**src/rtl/expr_pkg.sv**
```systemverilog
// Shared definitions for the expression checker: FSM states, character classes, ASCII codes.
package expr_pkg;

    localparam logic [2:0] ST_IDLE = 3'd0;
    localparam logic [2:0] ST_NUM  = 3'd1;
    localparam logic [2:0] ST_OPR  = 3'd2;
    localparam logic [2:0] ST_LPR  = 3'd3;
    localparam logic [2:0] ST_RPR  = 3'd4;
    localparam logic [2:0] ST_ERR  = 3'd5;

    typedef enum logic [2:0] {
        CL_DIGIT,
        CL_OP,
        CL_LP,
        CL_RP,
        CL_TERM,
        CL_OTHER
    } cls_e;

    localparam logic [7:0] CH_0     = 8'h30;
    localparam logic [7:0] CH_9     = 8'h39;
    localparam logic [7:0] CH_PLUS  = 8'h2B;
    localparam logic [7:0] CH_STAR  = 8'h2A;
    localparam logic [7:0] CH_MINUS = 8'h2D;
    localparam logic [7:0] CH_LP    = 8'h28;
    localparam logic [7:0] CH_RP    = 8'h29;
    localparam logic [7:0] CH_TERM  = 8'h3B;

endpackage

```
**src/rtl/expr_checker_char_class.sv**
```systemverilog
// Combinational byte classifier; '-' is an operator only when ALLOW_SUB is set.
module char_class
    import expr_pkg::*;
#(
    parameter int ALLOW_SUB = 0
) (
    input  logic [7:0] ch_i,
    output cls_e       cls_o
);
    always_comb begin
        cls_o = CL_OTHER;
        if (ch_i >= CH_0 && ch_i <= CH_9)
            cls_o = CL_DIGIT;
        else if (ch_i == CH_PLUS || ch_i == CH_STAR || (ALLOW_SUB != 0 && ch_i == CH_MINUS))
            cls_o = CL_OP;
        else if (ch_i == CH_LP)
            cls_o = CL_LP;
        else if (ch_i == CH_RP)
            cls_o = CL_RP;
        else if (ch_i == CH_TERM)
            cls_o = CL_TERM;
    end
endmodule

```
**config.mk**
```make
export PLATFORM = sky130hd
export DESIGN_NAME = char_class
export DESIGN_NICKNAME = d
export VERILOG_FILES = /design/src/rtl/expr_pkg.sv /design/src/rtl/expr_checker_char_class.sv
export SDC_FILE = /design/constraint.sdc
export NUM_CORES = 1
export LEC_CHECK = 0
export ABC_CLOCK_PERIOD_IN_PS = 1300
export CAP_MARGIN = 10
export CORE_AREA = 2 2 39 41
export DETAILED_ROUTE_END_ITERATION = 10
export DIE_AREA = 0 0 41 43
export MAX_ROUTING_LAYER = met4
export REMOVE_ABC_BUFFERS = 1
export SLEW_MARGIN = 25
export SYNTH_ARGS = -nofsm -noshare
export SYNTH_HDL_FRONTEND = slang
export SYNTH_SLANG_ARGS = --single-unit
```
**constraint.sdc**
```tcl
create_clock -name vclk -period 1.3
set_clock_uncertainty 0.2 [all_clocks]
set_input_delay 0.39 -clock vclk [all_inputs]
set_output_delay 0.39 -clock vclk [all_outputs]
set_load 0.02 [all_outputs]
```
### Logic cells by family, run 1

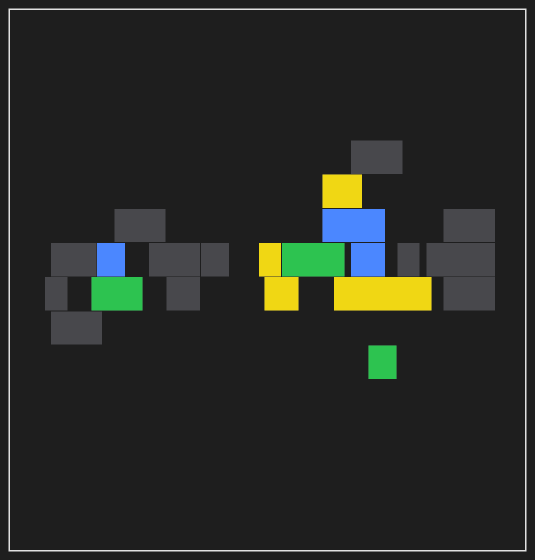
NOR gates -> green  # cells 3
inverting AOI/OAI gates -> yellow  # cells 4, where center
NAND gates -> blue  # cells 3

### Local utilization, run 1

The die is cut into 8 by 9 equal tiles; white is low, dark blue is high, 0 to 100% covered.
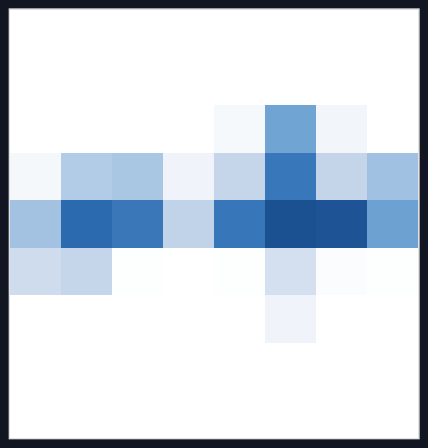
mean over tiles = 12%
fullest tile = 87%
tiles over 75% full = 4.2%
densest ninth of the die = east
nearly empty tiles = 68%

==> flow_summary_export.csv, run 1 <==
group,metric,value,unit
worst_setup_path,worst_setup_path_start_kind,"input pin",
min_path,hold_depth,3,
outcome,violations,"setup timing",
job,warnings,34,
synthesis,ys_sh_mux,0,
place,placed_area,198,sq um
floorplan,initial_core_util,0.0488,
synthesis,ys_chip_area,67.6,sq um
finish,nNetsFinal,32,
synthesis,synth.distinct_cells,10,
pwr,ir_worst_vdd,0.0880,mV
pwr,powerDensity,256,mW/mm^2
floorplan,fp.coreArea,0.00138,sq mm
grt,antenna_found_initial,0,
grt,grt_usage,0.0399,
place,globalplace.congestion,0.543,
outcome,status,"complete, but fails checks",
floorplan,fp.dieH,43,um
worst_setup_path,cp_slowest_cell,"nor4_1",
grt,grt_pass1_vias,134,
floorplan,io_pins,11,
worst_setup_path,crit_chain,"buf_6, nand2b_4, nor4_1, buf_2",
worst_setup_path,path_class,"input pin to output pin",
synthesis,xor_area_frac,0,
finish,drive_gt1_frac,0.727,
final_timing,worstMarginPinSlew,0.241,ns
worst_setup_path,critical_path.max_stage_delay,0.24,ns
final_timing,layout_min_cycle_time,1.67,ns
synthesis,syn_inst,11,
worst_setup_path,path_buffers,2,
final_timing,setup_slack,-0.370,ns
min_path,hold_class,"input pin to output pin",
synthesis,postSynthAreaPerCell,6.14,sq um
synthesis,syn-cell-area,67.6,sq um
final_timing,tns,-1.01,ns
drt,drt_iter0_drc,0,
finish,areaGrowthSynthToFinish,252,%
grt,grt_remaining_overflow,0,
final_timing,finalClockPeriodUsage,1.28,
synthesis,ys_sh_aoi,0.370,
worst_setup_path,critPathArrivalTime,1.08,ns
job,maxCapViolations,0,
worst_setup_path,path_delay_family,"simple AND/OR/NAND/NOR gates",
grt,grt_max_degree,5,
synthesis,top_area_frac,0.148,
synthesis,topCombFamilyByArea,"simple AND/OR/NAND/NOR gates",
grt,grt_pass1_wl,503,um
worst_setup_path,cp.required,0.71,ns
synthesis,ys_sh_adder,0,
finish,flops,0,
drt,viasPerCell,3.13,
final_timing,hold_viol,0,
worst_setup_path,crit_cells,4,
drt,ant_nets,0,
final_timing,slew_viol_final,0,
drt,detail_route.wirelength,321,um
final_timing,rsz0062_at_grt,"yes",
synthesis,yosys.area.top_type,"a21oi_1",
floorplan,chip_area,0.00176,sq mm
place,dpl.hpwl,208,um
finish,diodes,0,
synthesis,yosysMostFrequentCell,"a21oi_1",
drt,drc,0,
synthesis,ys_seq_frac,0,
pwr,p_leak,0.0984,nW
synthesis,ys.warnings.count,0,
finish,clockBufferCount,0,
place,place_ws,-1.14,ns
drt,drtPass1Iterations,1,
worst_setup_path,endpoint_kind,"output pin",
synthesis,yosys_cells,11,
drt,vias,119,
synthesis,ys_top_cells_by_area,"a21oi_1 15%, nor2b_2 13%, nand3b_1 11%, o21bai_1 11%, o31ai_1 11%",
drt,wire_per_inst,8.45,um
place,portBuffers,11,
final_timing,whs,0.853,ns
floorplan,dieWidth,41,um
synthesis,synth-simple-area-share,0.630,
worst_setup_path,crit_fanout,2,
final_timing,max_freq,599,MHz
final_timing,relSlewSlack,0.838,
final_timing,setup_viol_count_final,3,
finish,register_area,0,sq um
### Cell classes on the final placement, run 1

Fill, decap, tap and diode cells in gray.
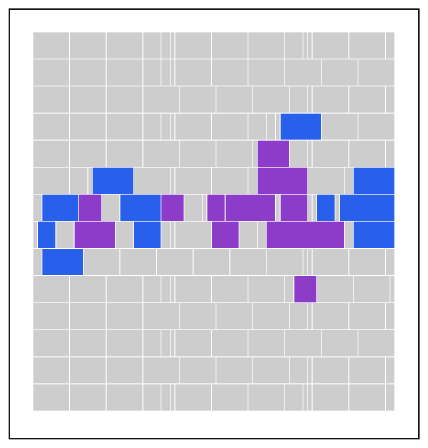
other buffers and delay cells -> blue  # cells 11, share of their area 51%
combinational and other logic -> purple  # cells 11, share of their area 49%
# rows: 14
design area: 238 sq um
Seq/total area: 0
post-layout util: 0.172

[run 1: routing by layer]
layer	global-route usage	share of wire
met2	0.0500	0.31
met1	0.0728	0.53
met3	0	0.15
met4	0	0
met5	-	0
[run 1: placed cells by master, fill, tap and decap left out]
cell type        netlist  layout
buf_6                  0       6
buf_2                  0       2
nor2b_4                0       1
nand2b_4               0       1
nand3b_1               1       1
o31ai_4                0       1
nor2_4                 0       1
nand2_2                0       1
o21bai_1               1       1
nor4_1                 1       1
a21oi_2                0       1
a21oi_1                2       1
or2_1                  1       1
buf_8                  0       1
clkdlybuf4s15_1        0       1
buf_4                  0       1
[run 1: stage by stage]
step / util / total power (W) / std cells
final: 0.172 / 0.0000608 / 38
after global routing: 0.172 / 0.0000661 / 38
after CTS: 0.153 / 0.0000511 / 38
after detailed placement: 0.143 / 0.0000451 / 38
after global placement: 0.143 / 0.0000450 / 38
after floorplan: - / 0.0000128 / 11
[run 1: where the power goes]
| group | switching (W) | internal [W] |
|---|---|---|
| clock network | 0 | 0 |
| registers | 0 | 0 |
| logic | 0.0000235 | 0.0000372 |
[run 1: final timing paths]
check                from  endpoint  slack (ns)
setup / recovery  ch_i[1]  cls_o[1]       -0.37
hold / removal    ch_i[4]  cls_o[1]        0.85
[run 1: cell families after synthesis]
kind of cell,after synthesis
AND-OR/OR-AND,4
AND/OR/NAND/NOR,7
[run 1: timing repair]
| action | 4_1_cts | 5_1_grt |
|---|---|---|
| endpoints found under the hold margin | 0 | 0 |
| pin swaps | 9 | 6 |
| hold buffers | 0 | 0 |
| endpoints found under the setup margin | 3 | 3 |
| resized | 54 | 9 |
| setup buffers | 0 | 0 |
[run 1: final cells by class]
cell class,count,area (sq um)
multi-input combinational,11,108
fill,151,1150
tap,16,20.0
timing repair buffer,11,110
--- run 2 (diff from run 1) ---
--- a/config.mk
+++ b/config.mk
@@ -10,7 +10,6 @@
 export CORE_AREA = 2 2 39 41
 export DETAILED_ROUTE_END_ITERATION = 10
 export DIE_AREA = 0 0 41 43
-export MAX_ROUTING_LAYER = met4
 export REMOVE_ABC_BUFFERS = 1
 export SLEW_MARGIN = 25
 export SYNTH_ARGS = -nofsm -noshare
==> flow_summary_export.csv, run 2 <==
group,metric,value,unit
worst_setup_path,path_buffers,2,
finish,clockBufferCount,0,
synthesis,ys_top_cells_by_area,"a21oi_1 15%, nor2b_2 13%, nand3b_1 11%, o21bai_1 11%, o31ai_1 11%",
job,warnings,34,
synthesis,yosysMostFrequentCell,"a21oi_1",
finish,drive_gt1_frac,0.727,
finish,n_fill_cell,152,
grt,grt_use_met1,0.0601,
floorplan,fp.dieH,43,um
worst_setup_path,critical_path.max_stage_delay,0.23,ns
floorplan,row_count,14,
place,dpl.hpwl,208,um
pwr,ir_worst_vdd,0.0867,mV
synthesis,yosys_cells,11,
synthesis,ys_seq_frac,0,
final_timing,max_freq,603,MHz
finish,areaGrowthSynthToFinish,257,%
drt,viasPerCell,3.32,
place,place_ws,-1.14,ns
synthesis,syn_inst,11,
drt,drt_iter0_drc,0,
drt,drc,0,
floorplan,chip_area,0.00176,sq mm
pwr,powerDensity,260,mW/mm^2
synthesis,top_area_frac,0.148,
worst_setup_path,crit_fanout,2,
synthesis,ys_chip_area,67.6,sq um
worst_setup_path,worst_setup_path_start_kind,"input pin",
synthesis,syn-cell-area,67.6,sq um
synthesis,ys.warnings.count,0,
final_timing,rsz0062_at_grt,"yes",
worst_setup_path,endpoint_kind,"output pin",
drt,ant_nets,0,
worst_setup_path,path_delay_family,"simple AND/OR/NAND/NOR gates",
outcome,status,"complete, but fails checks",
floorplan,dieWidth,41,um
place,portBuffers,11,
final_timing,worstMarginPinSlew,0.230,ns
grt,grt_max_degree,5,
place,placed_area,198,sq um
floorplan,io_pins,11,
worst_setup_path,critPathArrivalTime,1.07,ns
min_path,hold_class,"input pin to output pin",
grt,grt_util_met3,0.0209,
synthesis,postSynthAreaPerCell,6.14,sq um
grt,grt_usage,0.0390,
grt,grt_pass1_vias,134,
finish,final_util,0.175,
outcome,violations,"setup timing",
final_timing,setup_slack,-0.359,ns
final_timing,setup_viol_count_final,3,
drt,drtPass1Iterations,1,
finish,flops,0,
finish,fin_area,241,sq um
synthesis,synth.distinct_cells,10,
pwr,p_leak,0.0997,nW
worst_setup_path,cp_slowest_cell,"nor4_1",
final_timing,finalClockPeriodUsage,1.28,
drt,wire_per_inst,9.47,um
grt,grt.met2_usage,0.0500,
synthesis,yosys.area.top_type,"a21oi_1",
place,globalplace.congestion,0.542,
drt,detail_route.wirelength,360,um
==> run 2: cell counts in the layout (fill, tap and decap cells not counted) <==
No cell type changed its count.
==> run 2: stage by stage <==
stage | setup TNS (ns) | cells
floorplan | -0.842 | 11
global placement | -3.43 | 38
detailed placement | -3.41 | 38
CTS | -1.02 | 38
global route | -1.10 | 38
finish | -1.01 | 38
==> run 2: final timing paths <==
check,endpoint,from,slack [ns],cells past startpoint
setup / recovery,cls_o[1],ch_i[1],-0.36,4
hold / removal,cls_o[1],ch_i[4],0.85,3
==> run 2: kinds of logic (layout without fill, tap and decap cells) <==
group | count (synthesis) | count (layout) | synth area share
buffers and inverters | 0 | 11 | 0
AND/OR/NAND/NOR | 7 | 7 | 0.630
AND-OR/OR-AND | 4 | 4 | 0.370
==> run 2: repair_timing <==
action | 4_1_cts | 5_1_grt
buffers inserted | 0 | 0
pin swaps | 9 | 6
endpoints found under the setup margin | 3 | 3
hold endpoints to repair | 0 | 0
resized | 54 | 10
hold buffers | 0 | 0
==> run 2: metal layers <==
layer / vias to the layer above / part of all wire
met5: - / 0
met4: 0 / 0
met3: 0 / 0.18
met2: 11 / 0.38
met1: 52 / 0.44
li1: 63 / -
==> run 2: power breakdown <==
group          switching, W  internal [W]
clock network             0             0
registers                 0             0
logic             0.0000244     0.0000384
total             0.0000244     0.0000384
==> run 2: final cells by class <==
type	instances	area (sq um)	share of cell area
Multi-Input combinational cell	11	108	0.446
Timing Repair Buffer	11	114	0.472
Tap cell	16	20.0	0.0829
==> run 2: worst min-delay path, stage by stage <==
cell    delay (ns)
buf_8         0.08
nor4_1        0.04
buf_2         0.15
### Drive-strength map, run 2

The bar under the picture is 10 um long.
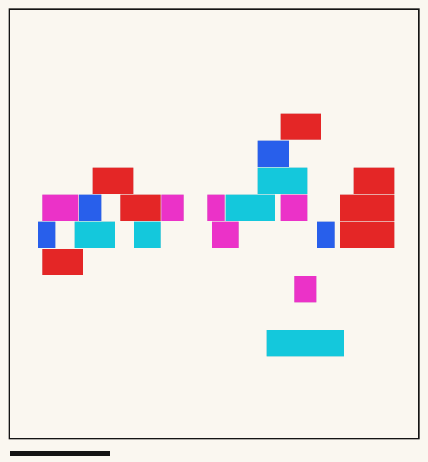
_6 and larger -> red  # cells 7, share 32%, most used buf_6
_2 cells -> blue  # cells 4, share 18%, most used buf_2
_0 and _1 cells -> magenta  # cells 6, share 27%
_3 and _4 cells -> cyan  # cells 5, share 23%

--- run 3 (diff from run 2) ---
--- a/config.mk
+++ b/config.mk
@@ -5,7 +5,7 @@
 export SDC_FILE = /design/constraint.sdc
 export NUM_CORES = 1
 export LEC_CHECK = 0
-export ABC_CLOCK_PERIOD_IN_PS = 1300
+export ABC_CLOCK_PERIOD_IN_PS = 1600
 export CAP_MARGIN = 10
 export CORE_AREA = 2 2 39 41
 export DETAILED_ROUTE_END_ITERATION = 10
==> constraint.sdc (replaced) <==
create_clock -name vclk -period 1.6
set_clock_uncertainty 0.2 [all_clocks]
set_input_delay 0.48 -clock vclk [all_inputs]
set_output_delay 0.48 -clock vclk [all_outputs]
set_load 0.02 [all_outputs]
### Cell classes on the final placement, run 3

Fill, decap, tap and diode cells in gray.
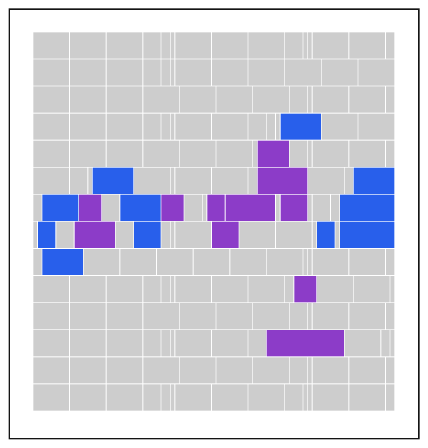
post-layout util: 0.175
CORE AREA: 0.00138 sq mm
design area: 241 sq um

==> flow_summary_export.csv, run 3 <==
group,metric,value,unit
job,warnings,34,
synthesis,synth.distinct_cells,10,
final_timing,setup_slack,-0.239,ns
finish,lay_top_count,"buf_6",
final_timing,hold_viol,0,
finish,nNetsFinal,32,
grt,grt_max_degree,5,
place,dpl.hpwl,208,um
drt,viasPerCell,3.32,
place,globalplace.congestion,0.542,
grt,grt_pass1_vias,134,
min_path,worstHoldStart,"ch_i[4]",
synthesis,yosys_cells,11,
floorplan,chip_area,0.00176,sq mm
synthesis,syn-cell-area,67.6,sq um
min_path,hold_class,"input pin to output pin",
pwr,powerDensity,211,mW/mm^2
finish,register_area,0,sq um
worst_setup_path,path_delay_family,"simple AND/OR/NAND/NOR gates",
drt,wire_per_inst,9.47,um
synthesis,yosysMostFrequentCell,"a21oi_1",
worst_setup_path,crit_chain,"buf_6, nand2b_4, nor4_1, buf_2",
final_timing,max_freq,544,MHz
synthesis,ys_seq_frac,0,
cts,post-cts-setup-buffer-count,0,
grt,grt_usage,0.0390,
drt,detail_route.wirelength,360,um
drt,drtPass1Iterations,1,
place,portBuffers,11,
finish,clockBufferCount,0,
final_timing,setup_viol_count_final,3,
worst_setup_path,path_buffers,2,
floorplan,fp.dieH,43,um
pwr,p_leak,0.0997,nW
worst_setup_path,endpoint_kind,"output pin",
final_timing,worstMarginPinSlew,0.230,ns
min_path,worstHoldEndpoint,"cls_o[1]",
place,place_ws,-1.02,ns
finish,n_fill_cell,152,
floorplan,row_count,14,
worst_setup_path,cp.required,0.92,ns
final_timing,tns,-0.655,ns
finish,areaGrowthSynthToFinish,257,%
job,maxCapViolations,0,
synthesis,yosys.area.top_type,"a21oi_1",
grt,grt_pass1_wl,503,um
final_timing,layout_min_cycle_time,1.84,ns
worst_setup_path,worstSetupStartpoint,"ch_i[1]",
outcome,status,"complete, but fails checks",
worst_setup_path,worst_setup_path_start_kind,"input pin",
worst_setup_path,crit_fanout,2,
floorplan,dieWidth,41,um
outcome,violations,"setup timing",
worst_setup_path,critPathArrivalTime,1.16,ns
cts,postCtsHoldBufs,0,
drt,drt_iter0_drc,0,
grt,antenna_found_initial,0,
drt,drc,0,
floorplan,io_pins,11,
worst_setup_path,cp_slowest_cell,"nor4_1",
pwr,ir_worst_vdd,0.0704,mV
floorplan,initial_core_util,0.0488,
place,placed_area,198,sq um
final_timing,relSlewSlack,0.845,
drt,ant_nets,0,
synthesis,ys_top_cells_by_area,"a21oi_1 15%, nor2b_2 13%, nand3b_1 11%, o21bai_1 11%, o31ai_1 11%",
finish,lay_top_cells,"5 x buf_6, 2 x buf_8, 2 x buf_2",
synthesis,postSynthAreaPerCell,6.14,sq um
final_timing,rsz0062_at_grt,"yes",
pwr,finalPower,0.0000510,W
final_timing,finalClockPeriodUsage,1.15,
synthesis,ys_chip_area,67.6,sq um
finish,flops,0,
synthesis,top_area_frac,0.148,
synthesis,syn_inst,11,
min_path,hold_depth,3,
finish,drive_gt1_frac,0.727,
worst_setup_path,path_class,"input pin to output pin",
synthesis,ys.warnings.count,0,
worst_setup_path,critical_path.max_stage_delay,0.23,ns
==> run 3: cells by family (layout without fill, tap and decap cells) <==
| kind of cell | Yosys count | after routing | share of synthesized area |
|---|---|---|---|
| compound gates | 4 | 4 | 0.370 |
| buf+inv | 0 | 11 | 0 |
| simple gates | 7 | 7 | 0.630 |
==> run 3: per-stage QoR <==
step / cells / util
floorplan: 11 / -
global placement: 38 / 0.143
detailed placement: 38 / 0.143
CTS: 38 / 0.153
global route: 38 / 0.175
finish: 38 / 0.175
==> run 3: layout make-up <==
cell class                 instances  area (sq um)  area share
timing repair buffer              11           114       0.472
multi-input combinational         11           108       0.446
tap                               16          20.0      0.0829
==> run 3: worst max path at each step <==
stage / to / cells past startpoint
global placement: cls_o[1] / 5
finish: cls_o[1] / 4
detailed placement: cls_o[2] / 5
CTS: cls_o[0] / 5
floorplan: cls_o[1] / 3
global route: cls_o[0] / 5
==> run 3: layer usage <==
| layer | wire length (um) | global-route usage | part of all wire | up-vias |
|---|---|---|---|---|
| met1 | 157 | 0.0601 | 0.44 | 52 |
| li1 | - | - | - | 63 |
| met3 | 64 | 0.0209 | 0.18 | 0 |
| met4 | 0 | 0 | 0 | 0 |
| met5 | 0 | 0 | 0 | - |
| met2 | 138 | 0.0500 | 0.38 | 11 |
==> run 3: repair_timing <==
| item | in CTS | in global routing |
|---|---|---|
| cloned | 0 | 0 |
| resized | 54 | 10 |
| setup endpoints to repair | 3 | 3 |
| pin swaps | 9 | 6 |
==> run 3: power by group <==
part / total (W) / switching (W) / internal [W] / leakage (nW)
Clock: 0 / 0 / 0 / 0
Sequential: 0 / 0 / 0 / 0
Combinational: 0.0000510 / 0.0000198 / 0.0000312 / 0.0997
Total: 0.0000510 / 0.0000198 / 0.0000312 / 0.0997
No activity file was given, so power comes from the tool's default toggle rates.
